## config.mk

```make
export PLATFORM = sky130hd
export DESIGN_NAME = mem_port_arbiter_flat
export DESIGN_NICKNAME = d
export VERILOG_FILES = /design/src/rtl/mem_port_arbiter_if.sv /design/src/rtl/mem_port_arbiter.sv /design/src/flat_wrapper.sv
export SDC_FILE = /design/constraint.sdc
export NUM_CORES = 1
export LEC_CHECK = 0
export CELL_PAD_IN_SITES_DETAIL_PLACEMENT = 1
export CELL_PAD_IN_SITES_GLOBAL_PLACEMENT = 1
export CORE_AREA = 8 8 327 329
export DETAILED_ROUTE_END_ITERATION = 6
export DIE_AREA = 0 0 335 337
export GPL_TIMING_DRIVEN = 0
export PLACE_DENSITY_LB_ADDON = 0.25
export SKIP_CTS_REPAIR_TIMING = 1
export SLEW_MARGIN = 25
export SYNTH_ARGS = -nofsm -noshare
export SYNTH_HDL_FRONTEND = slang
export SYNTH_SLANG_ARGS = --single-unit
```

## constraint.sdc

```tcl
create_clock -name CLOCK -period 37.5 [get_ports CLOCK]
set_input_delay 3.75 -clock CLOCK [delete_from_list [all_inputs] [get_ports CLOCK]]
set_output_delay 3.75 -clock CLOCK [all_outputs]
set_load 0.1 [all_outputs]
```

## src/rtl/mem_port_arbiter_if.sv

```systemverilog
// mem_port_arbiter_if
//   Signal bundle between the two cache refill requesters, the arbiter and
//   the single-ported 128-bit block memory.
//
//   Handshake (both requester ports): a port requests by raising exactly one
//   of READn/WRITEn (VALIDn = READn ^ WRITEn) with ADDRESSn/WRITEDATAn
//   stable. The arbiter holds BUSYWAITn high while the request is pending;
//   the single cycle where BUSYWAITn is low while VALIDn is high is the
//   completion window. READDATAn is valid in that window, and the requester
//   drops or changes its request there. The memory side uses the same
//   strobe/BUSYWAIT pairing with MEM_* signals.
//
//   modport slave  : arbiter view (requests in, memory commands out)
//   modport master : environment view (requesters plus memory)
interface mem_port_arbiter_if;
  logic         READ0;
  logic         WRITE0;
  logic [27:0]  ADDRESS0;
  logic [127:0] WRITEDATA0;
  logic [127:0] READDATA0;
  logic         BUSYWAIT0;

  logic         READ1;
  logic         WRITE1;
  logic [27:0]  ADDRESS1;
  logic [127:0] WRITEDATA1;
  logic [127:0] READDATA1;
  logic         BUSYWAIT1;

  logic         MEM_READ;
  logic         MEM_WRITE;
  logic [27:0]  MEM_ADDRESS;
  logic [127:0] MEM_WRITEDATA;
  logic [127:0] MEM_READDATA;
  logic         MEM_BUSYWAIT;

  logic         ERROR;

  modport slave (
    input  READ0, WRITE0, ADDRESS0, WRITEDATA0,
    output READDATA0, BUSYWAIT0,
    input  READ1, WRITE1, ADDRESS1, WRITEDATA1,
    output READDATA1, BUSYWAIT1,
    output MEM_READ, MEM_WRITE, MEM_ADDRESS, MEM_WRITEDATA,
    input  MEM_READDATA, MEM_BUSYWAIT,
    output ERROR
  );

  modport master (
    output READ0, WRITE0, ADDRESS0, WRITEDATA0,
    input  READDATA0, BUSYWAIT0,
    output READ1, WRITE1, ADDRESS1, WRITEDATA1,
    input  READDATA1, BUSYWAIT1,
    input  MEM_READ, MEM_WRITE, MEM_ADDRESS, MEM_WRITEDATA,
    output MEM_READDATA, MEM_BUSYWAIT,
    input  ERROR
  );
endinterface

```

## src/rtl/mem_port_arbiter.sv

```systemverilog
// mem_port_arbiter
//   Two-requester arbiter/sequencer in front of the single-ported block data
//   memory. Port 0 is the instruction-cache refill path, port 1 the
//   data-cache refill/writeback path. One access is outstanding at a time:
//   the winner's command is registered onto MEM_*, the memory BUSYWAIT is
//   tracked, read blocks are captured into the winner's READDATA, and the
//   winner is released with a one-cycle BUSYWAIT-low window.
//
//   Ports:
//     CLOCK      single clock, all state on posedge
//     RESET      asynchronous active-high reset
//     bus        mem_port_arbiter_if.slave (requester ports 0/1, memory
//                port, sticky ERROR timeout flag)
//     dbg_state  current FSM state (0 IDLE, 1 ACCESS, 2 DONE)
//
//   Parameters:
//     ARB_MODE        0 = fixed priority to PRIORITY_PORT, 1 = round-robin
//     PRIORITY_PORT   port that wins fixed-priority ties
//     TIMEOUT_CYCLES  ACCESS-state cycle limit before ERROR is flagged
module mem_port_arbiter #(
  parameter bit ARB_MODE       = 1'b1,
  parameter bit PRIORITY_PORT  = 1'b1,
  parameter int TIMEOUT_CYCLES = 64
) (
  input  logic              CLOCK,
  input  logic              RESET,
  mem_port_arbiter_if.slave bus,
  output logic [1:0]        dbg_state
);

  localparam int CW = $clog2(TIMEOUT_CYCLES + 1);

  typedef enum logic [1:0] {
    S_IDLE   = 2'd0,
    S_ACCESS = 2'd1,
    S_DONE   = 2'd2
  } state_t;

  state_t          state_q, state_d;
  logic            grant_q;
  logic            last_grant_q;
  logic [CW-1:0]   cnt_q;

  logic            mem_read_q;
  logic            mem_write_q;
  logic [27:0]     mem_address_q;
  logic [127:0]    mem_writedata_q;
  logic [127:0]    readdata0_q;
  logic [127:0]    readdata1_q;
  logic            error_q;

  logic            valid0;
  logic            valid1;
  logic            win;
  logic            win_port;
  logic            acc_exit;
  logic            acc_timeout;

  // Arbitration and exit conditions.
  always_comb begin
    // READ and WRITE together is not a request; the memory ignores it too.
    valid0   = bus.READ0 ^ bus.WRITE0;
    valid1   = bus.READ1 ^ bus.WRITE1;
    win      = (state_q == S_IDLE) && (valid0 || valid1);
    win_port = valid1;
    if (valid0 && valid1) begin
      win_port = ARB_MODE ? ~last_grant_q : PRIORITY_PORT;
    end
    // counter>=2 skips the first ACCESS cycle, where the memory may not
    // have raised its BUSYWAIT yet in response to the new strobe.
    acc_exit    = (state_q == S_ACCESS) && (cnt_q >= CW'(2)) && !bus.MEM_BUSYWAIT;
    acc_timeout = (state_q == S_ACCESS) && bus.MEM_BUSYWAIT &&
                  (cnt_q >= CW'(TIMEOUT_CYCLES));
  end

  // Next-state logic.
  always_comb begin
    state_d = state_q;
    case (state_q)
      S_IDLE:   if (win) state_d = S_ACCESS;
      S_ACCESS: if (acc_exit || acc_timeout) state_d = S_DONE;
      S_DONE:   state_d = S_IDLE;
      default:  state_d = S_IDLE;
    endcase
  end

  always_ff @(posedge CLOCK or posedge RESET) begin
    if (RESET) state_q <= S_IDLE;
    else       state_q <= state_d;
  end

  // Command, capture and bookkeeping registers. Reset is asynchronous so
  // the memory strobes drop as soon as RESET rises.
  always_ff @(posedge CLOCK or posedge RESET) begin
    if (RESET) begin
      grant_q         <= 1'b0;
      last_grant_q    <= 1'b0;
      cnt_q           <= '0;
      mem_read_q      <= 1'b0;
      mem_write_q     <= 1'b0;
      mem_address_q   <= '0;
      mem_writedata_q <= '0;
      readdata0_q     <= '0;
      readdata1_q     <= '0;
      error_q         <= 1'b0;
    end else if (win) begin
      grant_q         <= win_port;
      last_grant_q    <= win_port;
      mem_address_q   <= win_port ? bus.ADDRESS1   : bus.ADDRESS0;
      mem_writedata_q <= win_port ? bus.WRITEDATA1 : bus.WRITEDATA0;
      mem_read_q      <= win_port ? bus.READ1      : bus.READ0;
      mem_write_q     <= win_port ? bus.WRITE1     : bus.WRITE0;
      cnt_q           <= CW'(1);
    end else if (state_q == S_ACCESS) begin
      if (acc_exit) begin
        if (mem_read_q) begin
          if (grant_q) readdata1_q <= bus.MEM_READDATA;
          else         readdata0_q <= bus.MEM_READDATA;
        end
        mem_read_q  <= 1'b0;
        mem_write_q <= 1'b0;
      end else if (acc_timeout) begin
        // Abandon the access; the requester is released without new data.
        error_q     <= 1'b1;
        mem_read_q  <= 1'b0;
        mem_write_q <= 1'b0;
      end else if (cnt_q < CW'(TIMEOUT_CYCLES)) begin
        cnt_q <= cnt_q + CW'(1);
      end
    end
  end

  // The stall rises combinationally with the request and opens only in DONE
  // for the granted port.
  always_comb begin
    bus.BUSYWAIT0 = valid0 && !((state_q == S_DONE) && (grant_q == 1'b0));
    bus.BUSYWAIT1 = valid1 && !((state_q == S_DONE) && (grant_q == 1'b1));
  end

  assign bus.MEM_READ      = mem_read_q;
  assign bus.MEM_WRITE     = mem_write_q;
  assign bus.MEM_ADDRESS   = mem_address_q;
  assign bus.MEM_WRITEDATA = mem_writedata_q;
  assign bus.READDATA0     = readdata0_q;
  assign bus.READDATA1     = readdata1_q;
  assign bus.ERROR         = error_q;
  assign dbg_state         = state_q;

endmodule

```

## src/flat_wrapper.sv

```systemverilog
// flat-port wrapper written by rule: the top's interface ports become plain ports
module mem_port_arbiter_flat 
#(
  parameter bit ARB_MODE       = 1'b1,
  parameter bit PRIORITY_PORT  = 1'b1,
  parameter int TIMEOUT_CYCLES = 64
)
  (CLOCK, RESET, dbg_state, bus_READ0, bus_WRITE0, bus_ADDRESS0, bus_WRITEDATA0, bus_READDATA0, bus_BUSYWAIT0, bus_READ1, bus_WRITE1, bus_ADDRESS1, bus_WRITEDATA1, bus_READDATA1, bus_BUSYWAIT1, bus_MEM_READ, bus_MEM_WRITE, bus_MEM_ADDRESS, bus_MEM_WRITEDATA, bus_MEM_READDATA, bus_MEM_BUSYWAIT, bus_ERROR);
  mem_port_arbiter_if bus_i ();
  input  logic CLOCK;
  input  logic RESET;
  output logic [1:0] dbg_state;
  input wire logic [$bits(bus_i.READ0)-1:0] bus_READ0;
  input wire logic [$bits(bus_i.WRITE0)-1:0] bus_WRITE0;
  input wire logic [$bits(bus_i.ADDRESS0)-1:0] bus_ADDRESS0;
  input wire logic [$bits(bus_i.WRITEDATA0)-1:0] bus_WRITEDATA0;
  output wire logic [$bits(bus_i.READDATA0)-1:0] bus_READDATA0;
  output wire logic [$bits(bus_i.BUSYWAIT0)-1:0] bus_BUSYWAIT0;
  input wire logic [$bits(bus_i.READ1)-1:0] bus_READ1;
  input wire logic [$bits(bus_i.WRITE1)-1:0] bus_WRITE1;
  input wire logic [$bits(bus_i.ADDRESS1)-1:0] bus_ADDRESS1;
  input wire logic [$bits(bus_i.WRITEDATA1)-1:0] bus_WRITEDATA1;
  output wire logic [$bits(bus_i.READDATA1)-1:0] bus_READDATA1;
  output wire logic [$bits(bus_i.BUSYWAIT1)-1:0] bus_BUSYWAIT1;
  output wire logic [$bits(bus_i.MEM_READ)-1:0] bus_MEM_READ;
  output wire logic [$bits(bus_i.MEM_WRITE)-1:0] bus_MEM_WRITE;
  output wire logic [$bits(bus_i.MEM_ADDRESS)-1:0] bus_MEM_ADDRESS;
  output wire logic [$bits(bus_i.MEM_WRITEDATA)-1:0] bus_MEM_WRITEDATA;
  input wire logic [$bits(bus_i.MEM_READDATA)-1:0] bus_MEM_READDATA;
  input wire logic [$bits(bus_i.MEM_BUSYWAIT)-1:0] bus_MEM_BUSYWAIT;
  output wire logic [$bits(bus_i.ERROR)-1:0] bus_ERROR;
  assign bus_i.READ0 = bus_READ0;
  assign bus_i.WRITE0 = bus_WRITE0;
  assign bus_i.ADDRESS0 = bus_ADDRESS0;
  assign bus_i.WRITEDATA0 = bus_WRITEDATA0;
  assign bus_READDATA0 = bus_i.READDATA0;
  assign bus_BUSYWAIT0 = bus_i.BUSYWAIT0;
  assign bus_i.READ1 = bus_READ1;
  assign bus_i.WRITE1 = bus_WRITE1;
  assign bus_i.ADDRESS1 = bus_ADDRESS1;
  assign bus_i.WRITEDATA1 = bus_WRITEDATA1;
  assign bus_READDATA1 = bus_i.READDATA1;
  assign bus_BUSYWAIT1 = bus_i.BUSYWAIT1;
  assign bus_MEM_READ = bus_i.MEM_READ;
  assign bus_MEM_WRITE = bus_i.MEM_WRITE;
  assign bus_MEM_ADDRESS = bus_i.MEM_ADDRESS;
  assign bus_MEM_WRITEDATA = bus_i.MEM_WRITEDATA;
  assign bus_i.MEM_READDATA = bus_MEM_READDATA;
  assign bus_i.MEM_BUSYWAIT = bus_MEM_BUSYWAIT;
  assign bus_ERROR = bus_i.ERROR;
  mem_port_arbiter #(.ARB_MODE(ARB_MODE), .PRIORITY_PORT(PRIORITY_PORT), .TIMEOUT_CYCLES(TIMEOUT_CYCLES)) u_core (.CLOCK(CLOCK), .RESET(RESET), .bus(bus_i), .dbg_state(dbg_state));
endmodule
```

### Port wiring

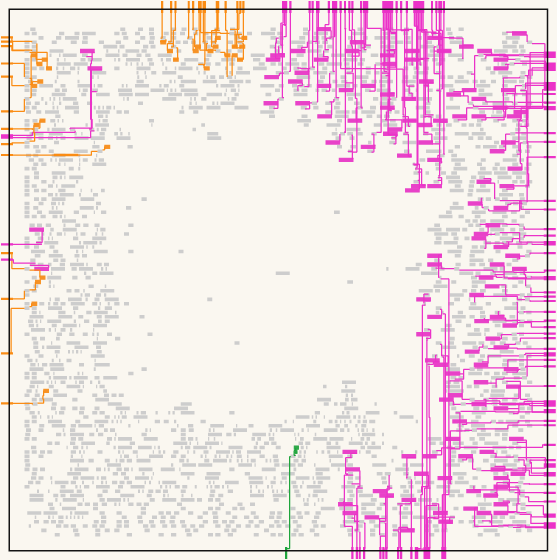
bus_WRITE0 -> green  # direction input, edge bottom, end cells 2, buffers 1, wire 69.2 µm
bus_READDATA1 -> magenta  # direction output, edge 63 right, 42 top, 19 bottom, 4 left, end cells 128, buffers 128, wire 7550 µm
bus_ADDRESS0 -> orange  # direction input, edge 15 top, 13 left, end cells 28, buffers 28, wire 892 µm

### Routing congestion

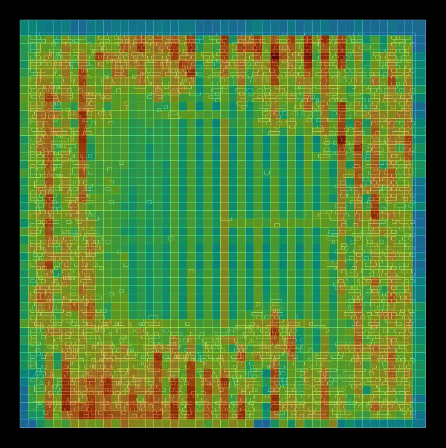
met3 routing resource usage after global routing: 6.50%
global-route met1 utilization: 15.9%

### Routed metal per tile

Scale bar: 100 µm. The die is cut into 34 by 34 equal tiles; dark purple is low, yellow is high, scaled to the fullest tile. Values are wire area over tile area, all layers added.
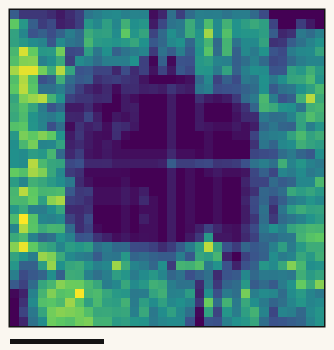
nearly empty tiles = 11%
emptiest ninth of the die = middle
tiles over half the peak = 28%
densest ninth of the die = bottom left
fullest tile = 0.37

### Placed cells, one color a class

Scale bar: 100 µm.
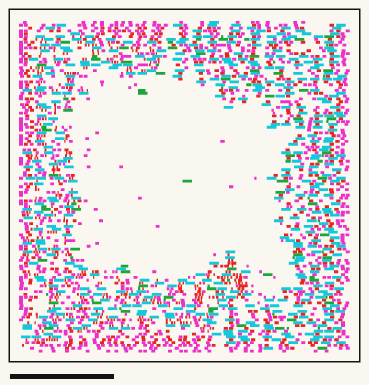
remaining logic cells -> red  # cells 790, share of their area 22%
remaining buffers and delay cells -> magenta  # cells 952, share of their area 33%
clock drivers and dummy loads -> green  # cells 96, share of their area 6.2%
registers -> cyan  # cells 425, share of their area 38%

==> impl_metrics.xml <==
<?xml version="1.0" encoding="UTF-8"?>
<metrics>
  <group name="run_status">
    <metric name="status" unit="">finished clean</metric>
  </group>
  <group name="logic_synthesis">
    <metric name="syn-num-nets" unit="">1746</metric>
    <metric name="yosysWarningCount" unit="">0</metric>
    <metric name="top_cells_by_count" unit="">dfrtp_1, mux2_2, nand2_1</metric>
    <metric name="syn_avg_cell_area" unit="µm²">13.4</metric>
    <metric name="syn-cell-area" unit="mm²">0.0174</metric>
    <metric name="synth_top_cell_by_count" unit="">dfrtp_1</metric>
    <metric name="postSynthSeqShare" unit="%">61.1</metric>
    <metric name="area_share_of_and_or_nand_nor_cells_after_synthesis" unit="%">4.34</metric>
    <metric name="post_synth_adder_cell_area" unit="%">0.144</metric>
  </group>
  <group name="hold_path">
    <metric name="worst_hold_path_type" unit="">reg -&gt; reg</metric>
    <metric name="min_path_cells" unit="">1</metric>
  </group>
  <group name="sta">
    <metric name="timing_hold_violations_final" unit="">0</metric>
    <metric name="timing.setup.tns" unit="ns">0</metric>
    <metric name="grt_setup_unrepaired" unit="">false</metric>
    <metric name="post-route-min-period" unit="ns">9.86</metric>
    <metric name="final.period_utilization" unit="%">26.3</metric>
    <metric name="maxSlewViolCount" unit="">0</metric>
    <metric name="holdWs" unit="ns">0.476</metric>
  </group>
  <group name="floorplanning">
    <metric name="placement_rows" unit="">117</metric>
    <metric name="core_region_area" unit="mm²">0.101</metric>
    <metric name="chipArea" unit="mm²">0.113</metric>
    <metric name="die_h" unit="µm">337</metric>
  </group>
  <group name="global_routing">
    <metric name="global_route.usage.met2" unit="%">26.2</metric>
    <metric name="first_global_vias" unit="">16463</metric>
    <metric name="number_of_antenna_violations_at_the_first_check_in_global_routing" unit="">23</metric>
  </group>
  <group name="run">
    <metric name="log.warning_count" unit="">27</metric>
  </group>
  <group name="place">
    <metric name="count_of_input_and_output_buffers" unit="">865</metric>
    <metric name="finalWeightedCongestion" unit="">0.829</metric>
  </group>
  <group name="drt">
    <metric name="viasPerCell" unit="">3.92</metric>
    <metric name="drt-initial-drc-count" unit="">475</metric>
    <metric name="postRouteAntennaNets" unit="">0</metric>
    <metric name="wl_met1" unit="µm">31800</metric>
    <metric name="wl_met2" unit="µm">43700</metric>
    <metric name="vias" unit="">14242</metric>
  </group>
  <group name="final_layout">
    <metric name="area_delta_synth_final" unit="%">69.7</metric>
    <metric name="final_cell_mix" unit="">clkdlybuf4s50_1, dfrtp_1, mux2_2</metric>
    <metric name="final_core_util" unit="%">29.2</metric>
  </group>
  <group name="setup_path">
    <metric name="timing.rr.start" unit="">u_core.cnt_q[0]$_DFFE_PP0P_</metric>
    <metric name="worstSetupStartpoint" unit="">bus_READ0</metric>
    <metric name="worst_setup_path_end_kind" unit="">primary output</metric>
    <metric name="crit_path_max_fanout" unit="">4</metric>
    <metric name="r2r.worst_path.cells" unit="">8</metric>
  </group>
  <group name="clock_tree">
    <metric name="worstSkewPairLatency" unit="ns">0.62</metric>
    <metric name="clkSlewWorstSetupHoldPaths" unit="ns">0.06</metric>
    <metric name="cts_max_level" unit="">2</metric>
  </group>
</metrics>
## stage by stage
stage               cells
global route         3634
finish               3637
floorplan            1297
global placement     3530
CTS                  3631
detailed placement   3535
## layout make-up
class / count / area [µm²]
clock inverters: 10 / 139
fillers: 11164 / 71800
clock buffers: 86 / 1580
plain buffers: 82 / 538
repair buffers: 870 / 8680
multi-input cells: 784 / 6210
flip-flops and latches: 425 / 10600
diodes: 6 / 15.0
well taps: 1368 / 1710
inverters: 6 / 30.0
## worst max-delay path, stage by stage
cell and delay, ns:
clkdlybuf4s50_1 0.55, xor2_1 0.36, o31a_1 0.22, clkdlybuf4s50_1 1.22
